<file path="config.mk">
export PLATFORM = sky130hd
export DESIGN_NAME = mc_main_ctrl
export DESIGN_NICKNAME = d
export VERILOG_FILES = /design/src/rtl/mips_ctrl_pkg.sv /design/src/rtl/mc_out_decode.sv /design/src/rtl/mc_main_ctrl.sv
export SDC_FILE = /design/constraint.sdc
export NUM_CORES = 1
export LEC_CHECK = 0
export CAP_MARGIN = 20
export CORE_AREA = 2 2 39 41
export DETAILED_ROUTE_END_ITERATION = 12
export DIE_AREA = 0 0 41 43
export PLACE_DENSITY = 0.81
export SLEW_MARGIN = 10
export SYNTH_ARGS = -nofsm -noshare
export SYNTH_HDL_FRONTEND = slang
export SYNTH_SLANG_ARGS = --single-unit
</file>
<file path="constraint.sdc">
create_clock -name clk -period 5.85 [get_ports clk]
set_clock_uncertainty 0.2 [all_clocks]
set_input_delay 1.17 -clock clk [delete_from_list [all_inputs] [get_ports clk]]
set_output_delay 1.17 -clock clk [all_outputs]
set_load 0.02 [all_outputs]
</file>
<file path="src/rtl/mips_ctrl_pkg.sv">
// Shared constants, state encoding and control-word layout for the
// multicycle MIPS main control unit.
package mips_ctrl_pkg;

  localparam logic [5:0] OP_RTYPE = 6'b000000;
  localparam logic [5:0] OP_LW    = 6'b100011;
  localparam logic [5:0] OP_SW    = 6'b101011;
  localparam logic [5:0] OP_ADDI  = 6'b001000;
  localparam logic [5:0] OP_BEQ   = 6'b000100;
  localparam logic [5:0] OP_J     = 6'b000010;

  localparam logic [1:0] ALUOP_ADD   = 2'b00;
  localparam logic [1:0] ALUOP_SUB   = 2'b01;
  localparam logic [1:0] ALUOP_FUNCT = 2'b10;

  localparam logic [1:0] ALUSRCB_B       = 2'b00;
  localparam logic [1:0] ALUSRCB_FOUR    = 2'b01;
  localparam logic [1:0] ALUSRCB_IMM     = 2'b10;
  localparam logic [1:0] ALUSRCB_IMM_SH2 = 2'b11;

  localparam logic [1:0] PCSRC_ALU    = 2'b00;
  localparam logic [1:0] PCSRC_ALUOUT = 2'b01;
  localparam logic [1:0] PCSRC_JUMP   = 2'b10;

  typedef enum logic [3:0] {
    ST_INIT   = 4'd0,
    ST_FETCH  = 4'd1,
    ST_DECODE = 4'd2,
    ST_MEMADR = 4'd3,
    ST_MEMRD  = 4'd4,
    ST_MEMWB  = 4'd5,
    ST_MEMWR  = 4'd6,
    ST_EXEC   = 4'd7,
    ST_ALUWB  = 4'd8,
    ST_ADDIEX = 4'd9,
    ST_ADDIWB = 4'd10,
    ST_BRANCH = 4'd11,
    ST_JUMP   = 4'd12
  } state_e;

  // Unqualified per-state control word; done marks a state that can end an instruction.
  typedef struct packed {
    logic       pc_write;
    logic       pc_write_cond;
    logic       iord;
    logic       mem_read;
    logic       mem_write;
    logic       mem_to_reg;
    logic       ir_write;
    logic       reg_write;
    logic       reg_dst;
    logic       alu_src_a;
    logic [1:0] alu_src_b;
    logic [1:0] pc_src;
    logic [1:0] alu_op;
    logic       done;
  } ctrl_t;

  function automatic logic op_is_legal(input logic [5:0] op);
    logic legal;
    case (op)
      OP_RTYPE, OP_LW, OP_SW, OP_ADDI, OP_BEQ, OP_J: legal = 1'b1;
      default:                                       legal = 1'b0;
    endcase
    return legal;
  endfunction

endpackage

</file>
<file path="src/rtl/mc_out_decode.sv">
// Pure combinational map from controller state to the unqualified
// datapath control word.
module mc_out_decode
  import mips_ctrl_pkg::*;
(
  input  state_e state,
  output ctrl_t  ctrl
);

  // State-to-control-word table; anything not set stays 0.
  always_comb begin
    ctrl = '0;
    case (state)
      ST_INIT: begin
        ctrl = '0;
      end
      ST_FETCH: begin
        ctrl.mem_read  = 1'b1;
        ctrl.ir_write  = 1'b1;
        ctrl.pc_write  = 1'b1;
        ctrl.alu_src_b = ALUSRCB_FOUR;
        ctrl.alu_op    = ALUOP_ADD;
        ctrl.pc_src    = PCSRC_ALU;
      end
      ST_DECODE: begin
        ctrl.alu_src_b = ALUSRCB_IMM_SH2;
        ctrl.alu_op    = ALUOP_ADD;
      end
      ST_MEMADR, ST_ADDIEX: begin
        ctrl.alu_src_a = 1'b1;
        ctrl.alu_src_b = ALUSRCB_IMM;
        ctrl.alu_op    = ALUOP_ADD;
      end
      ST_MEMRD: begin
        ctrl.mem_read = 1'b1;
        ctrl.iord     = 1'b1;
      end
      ST_MEMWR: begin
        ctrl.mem_write = 1'b1;
        ctrl.iord      = 1'b1;
        ctrl.done      = 1'b1;
      end
      ST_MEMWB: begin
        ctrl.reg_write  = 1'b1;
        ctrl.mem_to_reg = 1'b1;
        ctrl.done       = 1'b1;
      end
      ST_EXEC: begin
        ctrl.alu_src_a = 1'b1;
        ctrl.alu_src_b = ALUSRCB_B;
        ctrl.alu_op    = ALUOP_FUNCT;
      end
      ST_ALUWB: begin
        ctrl.reg_write = 1'b1;
        ctrl.reg_dst   = 1'b1;
        ctrl.done      = 1'b1;
      end
      ST_ADDIWB: begin
        ctrl.reg_write = 1'b1;
        ctrl.done      = 1'b1;
      end
      ST_BRANCH: begin
        ctrl.alu_src_a     = 1'b1;
        ctrl.alu_op        = ALUOP_SUB;
        ctrl.pc_write_cond = 1'b1;
        ctrl.pc_src        = PCSRC_ALUOUT;
        ctrl.done          = 1'b1;
      end
      ST_JUMP: begin
        ctrl.pc_write = 1'b1;
        ctrl.pc_src   = PCSRC_JUMP;
        ctrl.done     = 1'b1;
      end
      default: begin
        ctrl = '0;
      end
    endcase
  end

endmodule

</file>
<file path="src/rtl/mc_main_ctrl.sv">
// Multicycle MIPS main control FSM: state register, next-state logic and the
// mem_ready / illegal-opcode qualifiers on top of the per-state control word.
module mc_main_ctrl
  import mips_ctrl_pkg::*;
(
  input  logic       clk,
  input  logic       rst_n,
  input  logic [5:0] ir_op,
  input  logic       mem_ready,
  output logic       pc_write,
  output logic       pc_write_cond,
  output logic       iord,
  output logic       mem_read,
  output logic       mem_write,
  output logic       mem_to_reg,
  output logic       ir_write,
  output logic       reg_write,
  output logic       reg_dst,
  output logic       alu_src_a,
  output logic [1:0] alu_src_b,
  output logic [1:0] pc_src,
  output logic [1:0] alu_op,
  output logic       illegal,
  output logic       instr_done
);

  state_e state_r;
  state_e next_state_s;
  ctrl_t  ctrl_s;
  logic   legal_s;

  assign legal_s = op_is_legal(ir_op);

  mc_out_decode u_out_decode (
    .state (state_r),
    .ctrl  (ctrl_s)
  );

  // State register; outputs are decoded from it, so reset clears them at once.
  always_ff @(posedge clk or negedge rst_n) begin
    if (!rst_n) begin
      state_r <= ST_INIT;
    end else begin
      state_r <= next_state_s;
    end
  end

  // Next-state logic.
  always_comb begin
    next_state_s = state_r;
    case (state_r)
      ST_INIT:   next_state_s = ST_FETCH;
      ST_FETCH: begin
        if (mem_ready) next_state_s = ST_DECODE;
        else           next_state_s = ST_FETCH;
      end
      ST_DECODE: begin
        case (ir_op)
          OP_RTYPE:     next_state_s = ST_EXEC;
          OP_LW, OP_SW: next_state_s = ST_MEMADR;
          OP_ADDI:      next_state_s = ST_ADDIEX;
          OP_BEQ:       next_state_s = ST_BRANCH;
          OP_J:         next_state_s = ST_JUMP;
          default:      next_state_s = ST_FETCH;
        endcase
      end
      ST_MEMADR: begin
        if (ir_op == OP_LW) next_state_s = ST_MEMRD;
        else                next_state_s = ST_MEMWR;
      end
      ST_MEMRD: begin
        if (mem_ready) next_state_s = ST_MEMWB;
        else           next_state_s = ST_MEMRD;
      end
      ST_MEMWR: begin
        if (mem_ready) next_state_s = ST_FETCH;
        else           next_state_s = ST_MEMWR;
      end
      ST_EXEC:   next_state_s = ST_ALUWB;
      ST_ADDIEX: next_state_s = ST_ADDIWB;
      ST_MEMWB, ST_ALUWB, ST_ADDIWB, ST_BRANCH, ST_JUMP: next_state_s = ST_FETCH;
      default:   next_state_s = ST_INIT;
    endcase
  end

  // Output qualification: FETCH updates and MEMWR completion wait for memory.
  always_comb begin
    pc_write      = ctrl_s.pc_write;
    pc_write_cond = ctrl_s.pc_write_cond;
    iord          = ctrl_s.iord;
    mem_read      = ctrl_s.mem_read;
    mem_write     = ctrl_s.mem_write;
    mem_to_reg    = ctrl_s.mem_to_reg;
    ir_write      = ctrl_s.ir_write;
    reg_write     = ctrl_s.reg_write;
    reg_dst       = ctrl_s.reg_dst;
    alu_src_a     = ctrl_s.alu_src_a;
    alu_src_b     = ctrl_s.alu_src_b;
    pc_src        = ctrl_s.pc_src;
    alu_op        = ctrl_s.alu_op;
    illegal       = 1'b0;
    instr_done    = ctrl_s.done;
    if (state_r == ST_FETCH) begin
      pc_write = ctrl_s.pc_write & mem_ready;
      ir_write = ctrl_s.ir_write & mem_ready;
    end else if (state_r == ST_MEMWR) begin
      instr_done = ctrl_s.done & mem_ready;
    end else if (state_r == ST_DECODE) begin
      illegal    = ~legal_s;
      instr_done = ~legal_s;
    end else begin
      illegal    = 1'b0;
    end
  end

endmodule
</file>
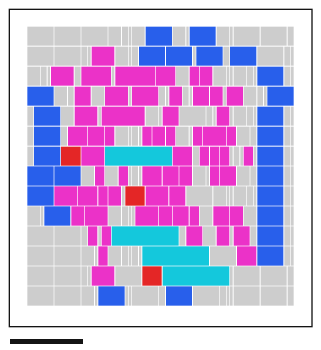
cell_classes.png
The bar under the picture is 10 um long. Fill, decap, tap and diode cells in gray.
- flip-flops: cyan (cells 4; share of their area 13%)
- other buffers and delay cells: blue (cells 26; share of their area 34%)
- cells driving clock nets: red (cells 3; share of their area 2.9%)
- all other logic: magenta (cells 62; share of their area 51%)

==> flow.log <==
[flow] final metrics
[metrics] slew at the pin with the worst max-slew slack: between 0.5 and 0.6 ns
[metrics] Compound-Gate Fraction of Synth Area: 28.3%
[metrics] Remaining DRCs: 0
[metrics] path class of the lowest-slack min-delay path: flip-flop to flip-flop
[metrics] proportion of synthesized flip-flops having asynchronous set or reset: 100%
[metrics] 1st-pass router iterations: 4
[metrics] clock sinks: 4
[metrics] crit-path max FO: 7
[metrics] mean routed wirelength per cell: between 10 and 15 um
[metrics] post-synthesis mux area share: 0%
[metrics] Switching Share: between 40% and 50%
[metrics] yosys stat cell total: about 73
[metrics] RSZ-0062 raised after global routing: no
[metrics] share of total power in sequential cells: around 22%
[metrics] main flop type: sky130_fd_sc_hd__dfrtp_1
[metrics] Post-Route WL: approximately 1300 um
[metrics] pin count of the biggest net entering global routing: 19
[metrics] Detail Route Antenna Nets: 0
[metrics] final-layout setup total negative slack: 0 ns
[metrics] Area after DPL: just under 800 um2
[metrics] share of the synthesized area in the top cell type: about a fifth
[metrics] fraction of final layout cells with drive strength greater than 1: 9.47%
[metrics] final weighted congestion of routability-driven global placement: approximately 0.84
[metrics] Startpoint Class: primary input
[metrics] fraction of power consumed by the clock network: a little under a tenth
[metrics] power dissipated by switching net loads: 0.177 mW
[metrics] library cells used by synthesis: 35
[metrics] critical path's top delay family: buffers and inverters
[metrics] clock tree from TritonCTS: yes
[metrics] static power due to leakage: about 0.26 nW
[metrics] initial antenna violation count: 0
[metrics] cell area after synthesis: around 530 um2
[metrics] flip-flop count of the largest register, all copies and words added: 4
[metrics] clock network latency to the later pin of the worst-skew pair: 0.24 ns
[metrics] arrival time of the worst setup path: 3.34 ns
[metrics] xor/xnor share of the synthesized area: 5.00%
[metrics] cell type with the highest aggregate area in the netlist: sky130_fd_sc_hd__dfrtp_1
[metrics] top cell type by instance count after synthesis: sky130_fd_sc_hd__nor2_1
[metrics] leading post-synthesis cells by cell area: sky130_fd_sc_hd__dfrtp_1 (19%), sky130_fd_sc_hd__nor2_1 (8.6%), sky130_fd_sc_hd__nand2b_1 (6.0%), sky130_fd_sc_hd__nand2_1 (4.3%), sky130_fd_sc_hd__o21ai_0 (3.8%)
[metrics] outcome: finished clean
[metrics] die outline area: 1760 um2
[metrics] Buf/Inv on CP: 2
[metrics] number of inserted diodes: 0
[metrics] die outline width: a little over 40 um
[metrics] fp_density: about 38%
[metrics] GRT overflow: 0
[metrics] setup-violating endpoint count in the final report: 0
[metrics] max-slew headroom at the worst pin: between 60% and 70%
[metrics] Inserted Clock Buffers: 3
[metrics] detailed-placement wirelength estimate: a little over 1000 um
[metrics] Hold-fix buffers, CTS: 0
[metrics] Largest Register: state_r
[metrics] number of DRC markers after the initial detailed-route iteration: 14
[metrics] routed via count: between 600 and 700
[metrics] maximum clock frequency: 212 MHz
[metrics] number of global-route vias before repair: roughly 580
[metrics] crit end category: primary output
[metrics] Slowest-stage cell, CP: sky130_fd_sc_hd__or4_4
[metrics] # Post-CTS Setup Buffers: 0
[metrics] mean cell area of the mapped netlist: about 7 um2
[metrics] worst hold slack: around 0.54 ns
[metrics] Clock transition at path regs: roughly 0.04 ns
[metrics] Max Cap Viol: 0
[metrics] power per cell area: 456 nW/um2
[metrics] height of the die: around 43 um
[metrics] number of vias per cell: approximately 5.7
[metrics] synthesis area per yosys: 526 um2
[metrics] biggest cell delay along the critical path: between 0.5 and 0.6 ns
[metrics] required time worst endpoint: 4.48 ns
[metrics] fin crit share: 80.5%
[metrics] number of warnings in the stage logs: 26
[metrics] net count entering floorplan: between 80 and 90
[metrics] most used cell along the critical path: sky130_fd_sc_hd__clkdlybuf4s50_1
[metrics] post-layout net count: ~110
[metrics] largest registers: state_r (4)
[metrics] worst-case vdd ir drop: around 0.18 mV
[metrics] Slew Limit Fails: 0
[metrics] total number of placement rows: 14
[metrics] FF+latch area: 100 um2
[metrics] area of the core: around 1400 um2
[metrics] series of cell instances along the critical path: clkdlybuf4s50_1 > or4_4 > a21oi_4 > nor4b_2 > o32a_1 > clkdlybuf4s50_1
[metrics] global-route total usage across every layer: between 10% and 20%
[metrics] Syn Inst Count: approximately 73
[metrics] clock root buffer master: sky130_fd_sc_hd__clkbuf_4
[metrics] post-synthesis adder-cell area fraction: 0%
[metrics] number of buffer cells added on primary ports: 26
[metrics] global-route wire length before repair: 2330 um
[metrics] WS Path Type: primary input to primary output
[metrics] H-tree Lvls: 1
[metrics] post_cts resized: 0
[metrics] Simple-Gate Area Share: between 40% and 50%
[metrics] flip-flops with a built-in enable: 0
[metrics] flop and latch count out of synthesis: 4
[metrics] comb. cell area: slightly below 400 um2
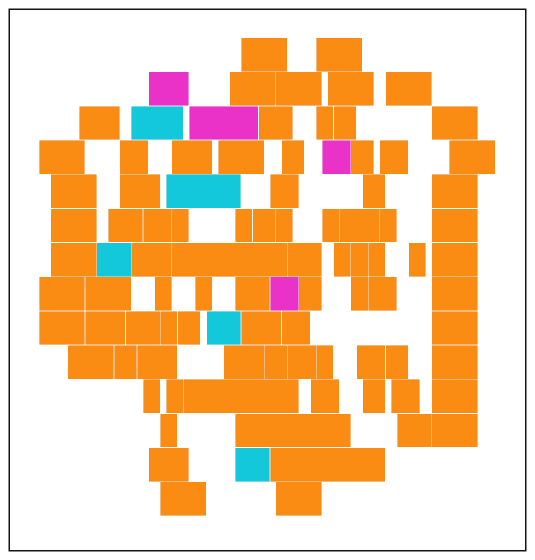
drive_strength.png
- drive 2: magenta (cells 4; most used or2_2)
- drive 1 or less: orange (cells 86; most used clkdlybuf4s50_1)
- drive 3 to 4: cyan (cells 5; most used clkbuf_4)

-- metal layers --
layer  global-route usage (%)  routed length, um
met1                     22.4                481
met2                     30.9                709
met3                     4.71                128
met4                     8.00                  0
met5                        0                  0
-- metrics by stage --
step	power (mW)	util [%]	setup WS, ns	std cells
after floorplan	0.227	-	2.12	73
after global placement	0.326	55.8	1.16	108
after detailed placement	0.328	55.8	1.14	108
after CTS	0.363	57.4	1.13	111
after global routing	0.396	57.4	1.09	111
final	0.362	57.4	1.14	111
-- cell usage in the layout (no fill, tap or decap), drive strengths merged, types with 2 or more instances in the layout --
cell type / Yosys / final
nor4b: 2 / 2
a21oi: 4 / 4
a21boi: 2 / 2
dfrtp: 4 / 4
nor2: 12 / 12
clkdlybuf4s50: 0 / 26
clkbuf: 5 / 3
nand2b: 6 / 6
nand2: 6 / 6
o21ai: 4 / 4
or2: 2 / 2
or4: 2 / 2
xnor2: 2 / 2
nor3: 3 / 3
-- kinds of logic (layout without fill, tap and decap cells) --
family / count (synthesis) / count (layout)
buffers and inverters: 7 / 29
XOR/XNOR: 3 / 3
flip-flops: 4 / 4
AND-OR/OR-AND: 20 / 20
AND/OR/NAND/NOR: 39 / 39
-- power groups by stage --
stage / combinational [mW] / sequential, mW / clock [mW]
2_1_floorplan: 0.182 / 0.0455 / 0
4_1_cts: 0.251 / 0.0776 / 0.0349
5_1_grt: 0.275 / 0.0837 / 0.0380
6_report: 0.249 / 0.0796 / 0.0337
3_3_place_gp: 0.247 / 0.0785 / 0
3_5_place_dp: 0.250 / 0.0781 / 0
-- final timing paths --
kind                                      start                    to  slack (ns)  cells past startpoint
max                                    ir_op[1]            instr_done        1.14                      6
min in group asynchronous                 rst_n  state_r[2]$_DFF_PN0_        0.93                      1
min                        state_r[2]$_DFF_PN0_  state_r[1]$_DFF_PN0_        0.54                      1
max in group asynchronous                 rst_n  state_r[1]$_DFF_PN0_        4.35                      1
max reg2reg                state_r[0]$_DFF_PN0_  state_r[0]$_DFF_PN0_        4.08                      4
min reg2reg                state_r[2]$_DFF_PN0_  state_r[1]$_DFF_PN0_        0.54                      1
-- worst reg2reg max path, delay by kind of cell (launching register included) --
family | cells | cell delay, ns
DFF | 1 | 0.66
and+or+nand+nor | 2 | 0.52
AOI/OAI and AO/OA | 2 | 0.27
-- area by class of cell --
| type | instances | share of cell area, % |
|---|---|---|
| clock buffer | 3 | 2.83 |
| sequential | 4 | 12.6 |
| timing repair buffer | 26 | 32.8 |
| tap | 16 | 2.52 |
| multi-input combinational | 62 | 49.3 |
No activity file was given, so power comes from the tool's default toggle rates.
